run_1/wires.png
Drawn at 8 px/um. Only two layers are drawn.
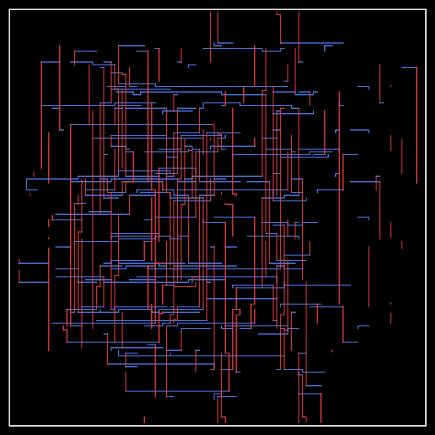
run_1/cell_density.png
Drawn at 8 px/um. 10 x 10 tiles, from black (low) to pale yellow (high), 0 to 100% covered.
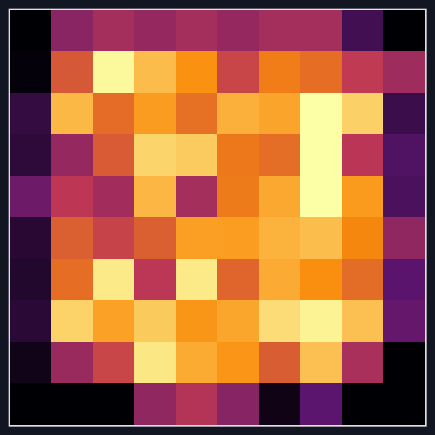
run_1/layer_met3.png
Drawn at 8 px/um.
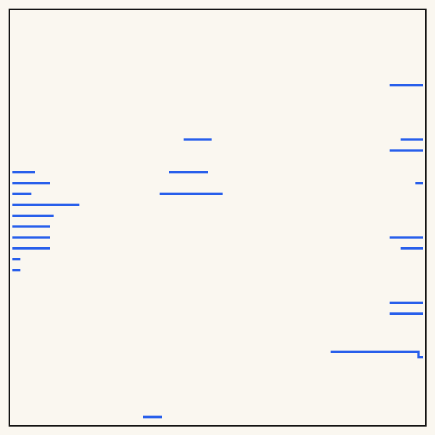
--- src/rtl/barrel_shifter.sv ---
// barrel_shifter: rotates a 2**N-bit word right and left by a runtime amount
// through two independent log2 mux networks, then registers both results
// (1-clock latency, one operand pair per clock).
//
// Ports:
//   clk           in   1  rising-edge clock
//   rst_n         in   1  asynchronous active-low reset, clears both outputs
//   in            in   W  data word to rotate
//   amt           in   N  rotation amount, 0..W-1
//   right_shifted out  W  registered rotate-right of in by amt
//   left_shifted  out  W  registered rotate-left of in by amt
module barrel_shifter #(
  parameter int unsigned N = 3
) (
  input  logic           clk,
  input  logic           rst_n,
  input  logic [2**N-1:0] in,
  input  logic [N-1:0]   amt,
  output logic [2**N-1:0] right_shifted,
  output logic [2**N-1:0] left_shifted
);

  localparam int unsigned W = 2 ** N;

  // Stage k output lives at index k+1; index 0 is the raw input word.
  logic [W-1:0] w_rot_r [N+1];
  logic [W-1:0] w_rot_l [N+1];

  assign w_rot_r[0] = in;
  assign w_rot_l[0] = in;

  // Stage k rotates by 2**k when amt[k] is set, otherwise passes through.
  for (genvar k = 0; k < N; k++) begin : g_stage
    localparam int unsigned SH = 2 ** k;

    assign w_rot_r[k+1] = amt[k] ? {w_rot_r[k][SH-1:0], w_rot_r[k][W-1:SH]}
                                 : w_rot_r[k];
    assign w_rot_l[k+1] = amt[k] ? {w_rot_l[k][W-SH-1:0], w_rot_l[k][W-1:W-SH]}
                                 : w_rot_l[k];
  end

  // Output register stage; no enable, reloads every clock.
  always_ff @(posedge clk or negedge rst_n) begin
    if (!rst_n) begin
      right_shifted <= '0;
      left_shifted  <= '0;
    end else begin
      right_shifted <= w_rot_r[N];
      left_shifted  <= w_rot_l[N];
    end
  end

endmodule

--- config.mk ---
export PLATFORM = sky130hd
export DESIGN_NAME = barrel_shifter
export DESIGN_NICKNAME = d
export VERILOG_FILES = /design/src/rtl/barrel_shifter.sv
export SDC_FILE = /design/constraint.sdc
export NUM_CORES = 1
export LEC_CHECK = 0
export CORE_MARGIN = 2
export CORE_UTILIZATION = 45
export CTS_CLUSTER_DIAMETER = 50
export DETAILED_ROUTE_END_ITERATION = 8
export PLACE_DENSITY = 0.78
export SLEW_MARGIN = 20
export SYNTH_ARGS = -nofsm -noshare
export SYNTH_HDL_FRONTEND = slang
export SYNTH_SLANG_ARGS = --single-unit
--- constraint.sdc ---
create_clock -name clk -period 0.8 [get_ports clk]
set_input_delay 0.2 -clock clk [delete_from_list [all_inputs] [get_ports clk]]
set_output_delay 0.2 -clock clk [all_outputs]
set_load 0.03 [all_outputs]
==> run summary, run 1 <==
The synthesis and place-and-route flow finished, so here is a summary.

The flow ran to the end, but the final reports show violations. The checks that failed: setup timing. The final setup violation count is 32. Per the post-CTS timing run, clock transition at the registers of the reported paths is 0.09 ns. Using the TritonRoute via totals, the vias-per-cell ratio works out to 5.63. The largest single stage delay on the critical path is 0.53 ns. After layout, the worst setup slack is -0.254 ns. The number of nets at floorplan came out at 67. The TritonCTS sink count is 16.

The global-route track usage on met2 came out at 0.310. CTS placed an instance of clkbuf_4 at the clock tree root. In this run the core area contains 17 standard-cell rows. The signed area change from the synthesized netlist to the final layout came out at 46.3%.

For this design, the CTS-stage hold fixing added 0 buffers. The boundary pin count came out at 29. The OpenROAD warning count is 29. The main area contributors are dfrtp_1 39%, mux4_1 28%, mux2_2 17%.

The actual transition at the worst max-transition pin is 0.154 ns. The global-route wire length before repair came out at 3.56 mm. In this run the tool buffered the top-level ports with 28 buffer cells. The flow reports an fmax of 949 MHz. For this run, the number of Yosys warnings is 0. The final global-route overflow total came out at 0. Per the synth stats, the proportion of register bits with asynchronous set or reset is 1.00.

The met1 capacity usage during global routing is 0.245. The sum of buffers and inverters on the critical path came out at 2. According to the floorplan report, the die width is 51.9 um. The start point of the critical path is amt[0]. The detailed-routed wire length on met3 is 90 um. Once detail routing completed, the nets flagged for antenna violations numbered 0. The number of placed cells counting well taps came out at 112. In the final layout, the fill cell count is 162. The number of enable flip-flop cells came out at 0.

After detailed routing, the met2 layer carries 1.09 mm of wire. The final-report max-slew violation count came out at 0. The critical-path cell with the highest stage delay is mux4_2. The most heavily used metal layer in global routing is met2. Setup repair after global routing could not meet its margin everywhere. The number of search-and-repair iterations in the first detailed-routing pass is 4. The final-report hold violation count came out at 0.

The setup slack at placement came out at -1.07 ns. The detailed router used layers up to and including met4.
Back to the opening pictures, wires.png:
| layer | color | wire length |
|---|---|---|
| metal 1 | blue | 872 um |
| metal 2 | red | 1090 um |

Back to the opening pictures, cell_density.png:
emptiest ninth of the die: bottom left
fullest tile: 100%
mean over tiles: 55%
nearly empty tiles: 9.0%
tiles over 75% full: 36%
fp_density: 0.471
utilization after layout: 0.689
Placeable Area: 2190 um^2

Back to the opening pictures, layer_met3.png:
share of all routed wire: 4.4%
longest straight run: 10.8 um
wire length on this layer: 90.8 um
Detailed Route WL: 2.08 mm
via count of the routed design: 670
GR Util met3: 0.0230

## run 1: worst max-delay path by stage
stage	to	slack (ns)	cells after the start
final	left_shifted[1]	-0.25	4
after CTS	left_shifted[1]	-0.25	4
after global placement	right_shifted[6]	-1.03	4
after global routing	left_shifted[1]	-0.25	4
after floorplan	left_shifted[6]	-0.50	4
after detailed placement	right_shifted[3]	-1.07	4
## run 1: placed cells by master, fill, tap and decap left out
cell / instances
mux2_4: 12
dfrtp_1: 16
buf_4: 2
clkdlybuf4s50_1: 1
dlygate4sd2_1: 1
clkbuf_4: 3
mux2_2: 4
clkbuf_8: 1
buf_6: 19
bufbuf_16: 1
buf_12: 3
buf_8: 3
mux4_2: 16
buf_16: 1
buf_2: 8
## run 1: registers in the layout (all words and copies together) (netlist names)
signal,count
left_shifted,8
right_shifted,8
## run 1: cell families after synthesis
family                 share of synthesized area
buffers and inverters                     0.0485
muxes                                      0.564
DFF                                        0.388
## run 1: final cells by class
cell class	instances	area, um^2	area share
multi-input combinational	32	586	0.388
sequential	16	400	0.265
timing repair buffer	39	453	0.300
clock buffer	4	36.3	0.0240
tap	28	35.0	0.0232
## run 1: stage by stage
stage          utilization  power, mW  cell area (um^2)  hold WS [ns]  TNS [ns]
6_report             0.689       2.50              1510         0.258     -6.72
5_1_grt              0.689       2.63              1510         0.252     -7.43
4_1_cts              0.686       2.52              1500         0.255     -6.85
3_5_place_dp         0.620       1.83              1360         0.555    -16.67
3_3_place_gp         0.620       1.80              1360         0.550    -16.19
2_1_floorplan            -       1.48              1050       -0.0956     -7.56
## run 1: where the power goes
group / switching (mW) / total, mW / leakage (nW) / internal, mW
Combinational: 0.460 / 1.03 / 0.464 / 0.575
Clock: 0.230 / 0.506 / 0.0210 / 0.276
Sequential: 0.0444 / 0.955 / 0.186 / 0.910
run_1/placement_by_type.png
Drawn at 6 px/um.
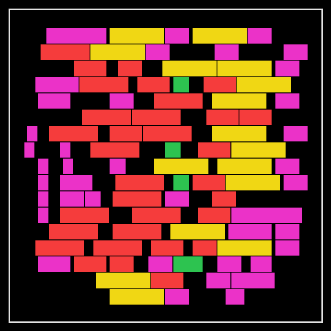

==> inputs of run 2 (changes only) <==
--- a/config.mk
+++ b/config.mk
@@ -9,7 +9,7 @@
 export CORE_UTILIZATION = 45
 export CTS_CLUSTER_DIAMETER = 50
 export DETAILED_ROUTE_END_ITERATION = 8
-export PLACE_DENSITY = 0.78
+export PLACE_DENSITY = 0.76
 export SLEW_MARGIN = 20
 export SYNTH_ARGS = -nofsm -noshare
 export SYNTH_HDL_FRONTEND = slang
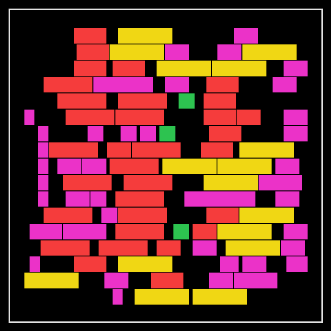
run_2/placement_by_type.png
Drawn at 6 px/um.
| class | color | cells |
|---|---|---|
| combinational and other logic | red | 32 |
| other buffers and delay cells | magenta | 40 |
| clock drivers | green | 3 |
| flops | yellow | 16 |

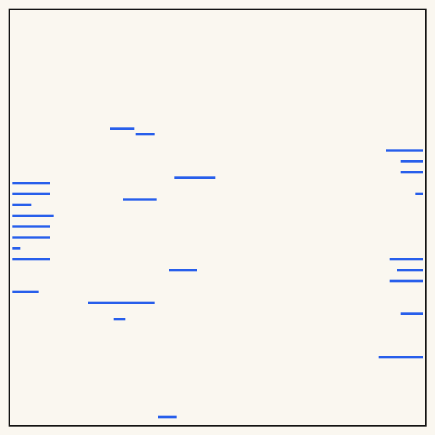
run_2/layer_met3.png
Drawn at 8 px/um.
longest straight run: 8.00 um
wire length on this layer: 89.0 um
nets with wire on the layer: 23
share of all routed wire: 4.0%
main direction: horizontal

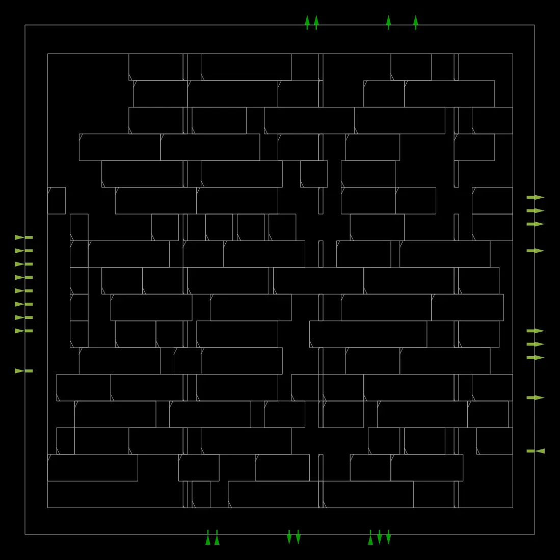
run_2/placement.png
utilization after layout: 0.680
number of sequential cells in the layout: 16

==> run 2 against run 1 <==
The run still ends with setup timing left. Sequential cell count unchanged. Via count rose by 2.7%. Area after synthesis did not move. First-iteration DRC count fell by 50%. Non-clock buffer count is 1 higher. Combinational power is essentially flat. Critical path depth is the same. Total power is 3.9% lower. Sequential share of layout area grew 0.38 points. Count of clock-buffer cells in the layout is 1 lower. Critical path type unchanged.
==> run summary, run 2 <==
The synthesis and place-and-route flow finished, so here is a summary.

The TritonCTS sink count came out at 16. The number of nets at floorplan came out at 67. The met1 capacity usage during global routing is 0.265. The number of hold buffers added after CTS came out at 0. In the global route stage, met3 resource usage came out at 0.0230.

The total power consumption of the routed design came out at 2.40 mW. The number of placed cells counting well taps came out at 112. According to the I/O placement log, the pin count is 29. The run finished, with violations left. The total via count after detailed routing is 688. STA on the placed design reports a worst setup slack of -1.07 ns. The worst hold slack across all endpoints came out at 0.267 ns.

The final-layout setup total negative slack is -7.02 ns. The critical-path cell with the highest stage delay is mux4_2. The power report attributes to the clock group a share of 0.167. The detailed router reported a total wirelength of 2.22 mm. The final setup violation count came out at 32. The count of antenna-violating nets left after detailed routing is 0. In this run the layout overhead on the synthesized area is reported as 44.2%. Once placement finished, the instance area stood at 1360 um^2.

The final-report hold violation count is 0. Per the GRT log, the top usage layer is met2. The actual transition at the worst max-transition pin came out at 0.152 ns. The clock root buffer master is clkbuf_4. The share of the core area taken by cells at floorplan is 0.471. The number of enable flip-flop cells is 0. The portion of total power attributed to combinational logic came out at 0.433. The global-route wire length before repair came out at 3.67 mm. The most common logic cell in the final layout is buf_6. The count of fill cells added during filler insertion came out at 172. The largest incremental delay on the critical path came out at 0.52 ns. The sum of buffers and inverters on the critical path is 2.

The switching fraction of total power came out at 0.309. Sorting the synthesized cells by area gives the leading types as dfrtp_1 39%, mux4_1 28%, mux2_2 17%. The share of async-settable or async-resettable flops after synthesis is 1.00. For this run the aggregate overflow at the end of global routing stands at 0. In the final layout, the registers with the most flip-flops are left_shifted (8), right_shifted (8). The final instance area is 1490 um^2. The internal portion of total power came out at 1.66 mW.

The final reports fail on setup timing. The standby leakage power is 0.664 nW. The floorplan step set the die width to 51.9 um. The final timing report gives a worst setup slack of -0.276 ns.

The number of rows created at floorplan came out at 17. The area inside the core boundary is 2190 um^2. The final-report max-slew violation count is 0. Setup repair after global routing could not meet its margin everywhere. The highest clock frequency the design can meet is 929 MHz. The average via count per standard cell came out at 5.78.
run 2: netlist changes by cell type in the layout (fill, tap and decap cells not counted), sizes merged:
cell	before	now
clkbuf	4	3
buf	36	37
run 2: power by group through the flow:
stage                     registers, mW  logic (mW)  clock network, mW
after floorplan                    1.17       0.314                  0
after global placement            0.950       0.856                  0
after detailed placement          0.958       0.870                  0
after CTS                         0.961        1.02              0.426
after global routing              0.969        1.09              0.466
final                             0.958        1.04              0.401
run 2: routing by layer:
| layer | part of all wire | up-vias |
|---|---|---|
| li1 | - | 295 |
| met1 | 0.40 | 359 |
| met2 | 0.53 | 28 |
| met3 | 0.040 | 6 |
| met4 | 0.029 | 0 |
| met5 | 0 | - |
run 2: cells by family (layout without fill, tap and decap cells):
logic type	after synthesis	after routing	synth area share
mux	32	32	0.564
buf+inv	6	43	0.0485
flops	16	16	0.388
run 2: final cells by class:
cell class / instances / area, um^2 / area share
repair buffers: 40 / 445 / 0.299
clock buffers: 3 / 22.5 / 0.0151
multi-input cells: 32 / 586 / 0.393
flip-flops and latches: 16 / 400 / 0.269
well taps: 28 / 35.0 / 0.0235
run 2: worst paths after layout:
| path | endpoint | slack [ns] | from | depth (start not counted) |
|---|---|---|---|---|
| worst max-delay path | left_shifted[0] | -0.28 | amt[0] | 4 |
| worst min-delay path | left_shifted[0] | 0.27 | rst_n | 2 |
| min in group clk | left_shifted[1] | 0.49 | amt[2] | 4 |
| max in group asynchronous | right_shifted[7] | 0.42 | rst_n | 2 |
run 2: repair_timing:
item | CTS | global route
gates resized | 83 | 3
endpoints found under the hold margin | 0 | 0
gates cloned | 2 | 0
pin swaps | 0 | 0
setup buffers | 2 | 0
endpoints found under the setup margin | 32 | 32
run_2/wires.png
Drawn at 8 px/um. Only two layers are drawn.
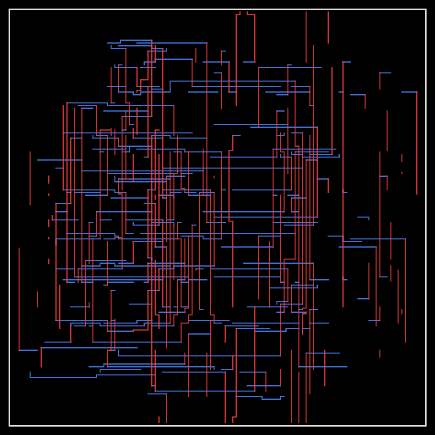

==> inputs of run 3 (changes only) <==
--- a/config.mk
+++ b/config.mk
@@ -5,7 +5,6 @@
 export SDC_FILE = /design/constraint.sdc
 export NUM_CORES = 1
 export LEC_CHECK = 0
-export CORE_MARGIN = 2
 export CORE_UTILIZATION = 45
 export CTS_CLUSTER_DIAMETER = 50
 export DETAILED_ROUTE_END_ITERATION = 8
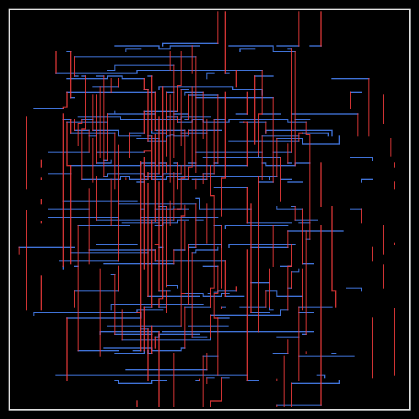
run_3/wires.png
Drawn at 8 px/um. Only two layers are drawn.
detail-routed net length per standard cell: 18.3 um
via count of the routed design: 685
Detailed Route WL: 2.13 mm
aggregate global-route resource usage: 0.195

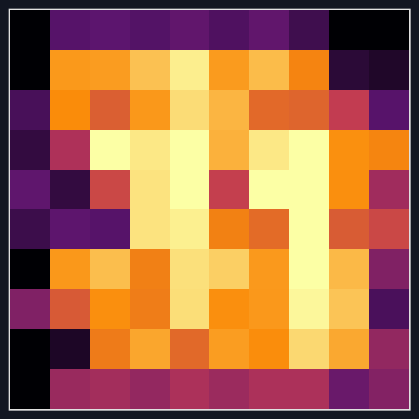
run_3/cell_density.png
Drawn at 8 px/um. 10 x 10 tiles, from black (low) to pale yellow (high), 0 to 100% covered.
fp_density: 0.501
utilization after layout: 0.715

==> run 3 against run 2 <==
The flow still finishes with violations (setup timing). Design area fell by 0.92%. Total power rose by 3.7%. Final cell count fell by 2.5%. Clock power rose by 29%. Core utilization rose by 3.6 points. First-iteration DRC count rose by 140%. Fmax rose by 3.9%. Synthesized cell count did not move. Worst hold slack got worse by 0.027 ns. Critical endpoint is now left_shifted[2]. Critical path type unchanged. Largest cell class unchanged. Global-route usage rose by 0.057 points.
==> run summary, run 3 <==
The synthesis and place-and-route flow finished, so here is a summary.

The run finished, with violations left. The final reports fail on setup timing. The portion of total power attributed to combinational logic came out at 0.408. The leading cell category by total area is multi-input combinational cells. The number of synthesis warnings came out at 0. The tap cell count came out at 27. The number of buffers other than clock buffers in the final layout is 37.

The met1 wire length is 902 um. According to the I/O placement log, the pin count is 29. The layout clock buffer count is 4. The total length of routed met2 wires came out at 1.05 mm. The share of async-settable or async-resettable flops after synthesis is 1.00.

The average via count per standard cell is 5.91. The footprint of the flip-flops and latches came out at 400 um^2. The cell-mix breakdown from Yosys lists the simple-gate area share as 0. The fraction of final cell area spent on clock buffers and inverters in this run is 0.0246. The internal portion of total power is 1.75 mW. In the final layout, the fill cell count is 142. The clock share of power came out at 0.207.

The tightest hold path in the finished design has a slack of 0.239 ns. The most common logic cells in the final layout are 17 x buf_6, 16 x mux4_2, 16 x dfrtp_1. The standby leakage power came out at 0.652 nW. The logic area is 582 um^2.

In the layout the tool counted multi-input logic cells amounting to 32. After clock tree synthesis, the clock-pin slew on the worst setup and hold paths is 0.09 ns. The data-path buffer share of cell area in the final layout came out at 0.287. The highest routed metal layer is met4. The and-or/or-and share of the synthesized area is 0.

The final setup violation count is 32. In the finished design the tool counted flip-flops and latches totalling 16. The switching fraction of total power is 0.298. The signed area change from the synthesized netlist to the final layout is 42.9%. The detailed-routed wire length on met3 is 141 um.

The CTS log lists the clock sinks for this run as 16. The global-route wire length before repair is 3.53 mm. The iteration count recorded for the first detailed-route pass is 4. The global-route track usage on met2 came out at 0.306. The switching power came out at 0.740 mW. For reference, the mux area share after synthesis is 0.564. The final-report max-slew violation count is 0. The count of nets left with antenna violations once routing finished came out at 0. In this run the tool buffered the top-level ports with 28 buffer cells. The count of non-CTS inverters in the layout is 0. Once routing completed, OpenROAD measured the worst setup slack at -0.235 ns. After synthesis, the largest family of logic cells by area is multiplexers. The sequential fraction of design power is 0.384. The tool warning count for the run is 29. The setup slack at placement came out at -1.05 ns. The final timing report lists a hold violation count of 0. The largest registers in the layout are left_shifted (8), right_shifted (8).
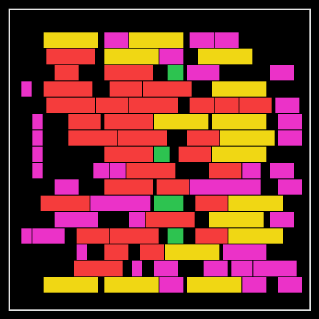
run_3/placement_by_type.png
Drawn at 6 px/um.
| class | color | cells |
|---|---|---|
| clock drivers and dummy loads | green | 4 |
| combinational and other logic | red | 32 |
| other buffers and delay cells | magenta | 37 |
| flops | yellow | 16 |
row cnt: 16
summed area of non-filler cells in the final layout: 1480 um^2
Placeable Area: 2060 um^2
sequential portion of the cell area: 0.271

[run 3: netlist changes by cell type in the layout (fill, tap and decap cells not counted), sizes merged]
| cell | delta |
|---|---|
| clkbuf | +1 |
| buf | -3 |
[run 3: cells by family after synthesis]
group                  after synthesis
muxes                               32
DFF                                 16
buffers and inverters                6
[run 3: timing repair]
action	CTS	global route
gates resized	82	5
buffers inserted	1	0
cloned	2	0
endpoints found under the setup margin	32	32
[run 3: power by group through the flow]
| stage | clock, mW | sequential [mW] | combinational, mW |
|---|---|---|---|
| 4_1_cts | 0.547 | 0.957 | 1.01 |
| 3_5_place_dp | 0 | 0.954 | 0.860 |
| 5_1_grt | 0.587 | 0.963 | 1.06 |
| 3_3_place_gp | 0 | 0.951 | 0.853 |
| 2_1_floorplan | 0 | 1.17 | 0.314 |
| 6_report | 0.516 | 0.955 | 1.01 |
[run 3: how the worst max path moves through the flow]
stage	from	end	slack, ns	depth (start not counted)
floorplan	amt[0]	left_shifted[6]	-0.50	4
global placement	amt[0]	right_shifted[4]	-1.06	4
detailed placement	amt[0]	right_shifted[1]	-1.05	4
CTS	amt[0]	right_shifted[2]	-0.23	4
global route	left_shifted[0]	left_shifted[0]	-0.26	1
finish	amt[0]	left_shifted[2]	-0.24	4
[run 3: metrics by stage]
step	cells	TNS [ns]	total power, mW	utilization
after global routing	116	-7.26	2.61	0.715
after detailed placement	110	-16.24	1.81	0.655
after global placement	110	-16.25	1.80	0.655
final	116	-6.65	2.49	0.715
after floorplan	54	-7.56	1.48	-
after CTS	117	-6.77	2.51	0.714
[run 3: worst max-delay path, stage by stage]
cell	delay [ns]
buf_8	0.09
buf_16	0.12
mux4_2	0.51
mux2_4	0.29
No activity file was given, so power comes from the tool's default toggle rates.
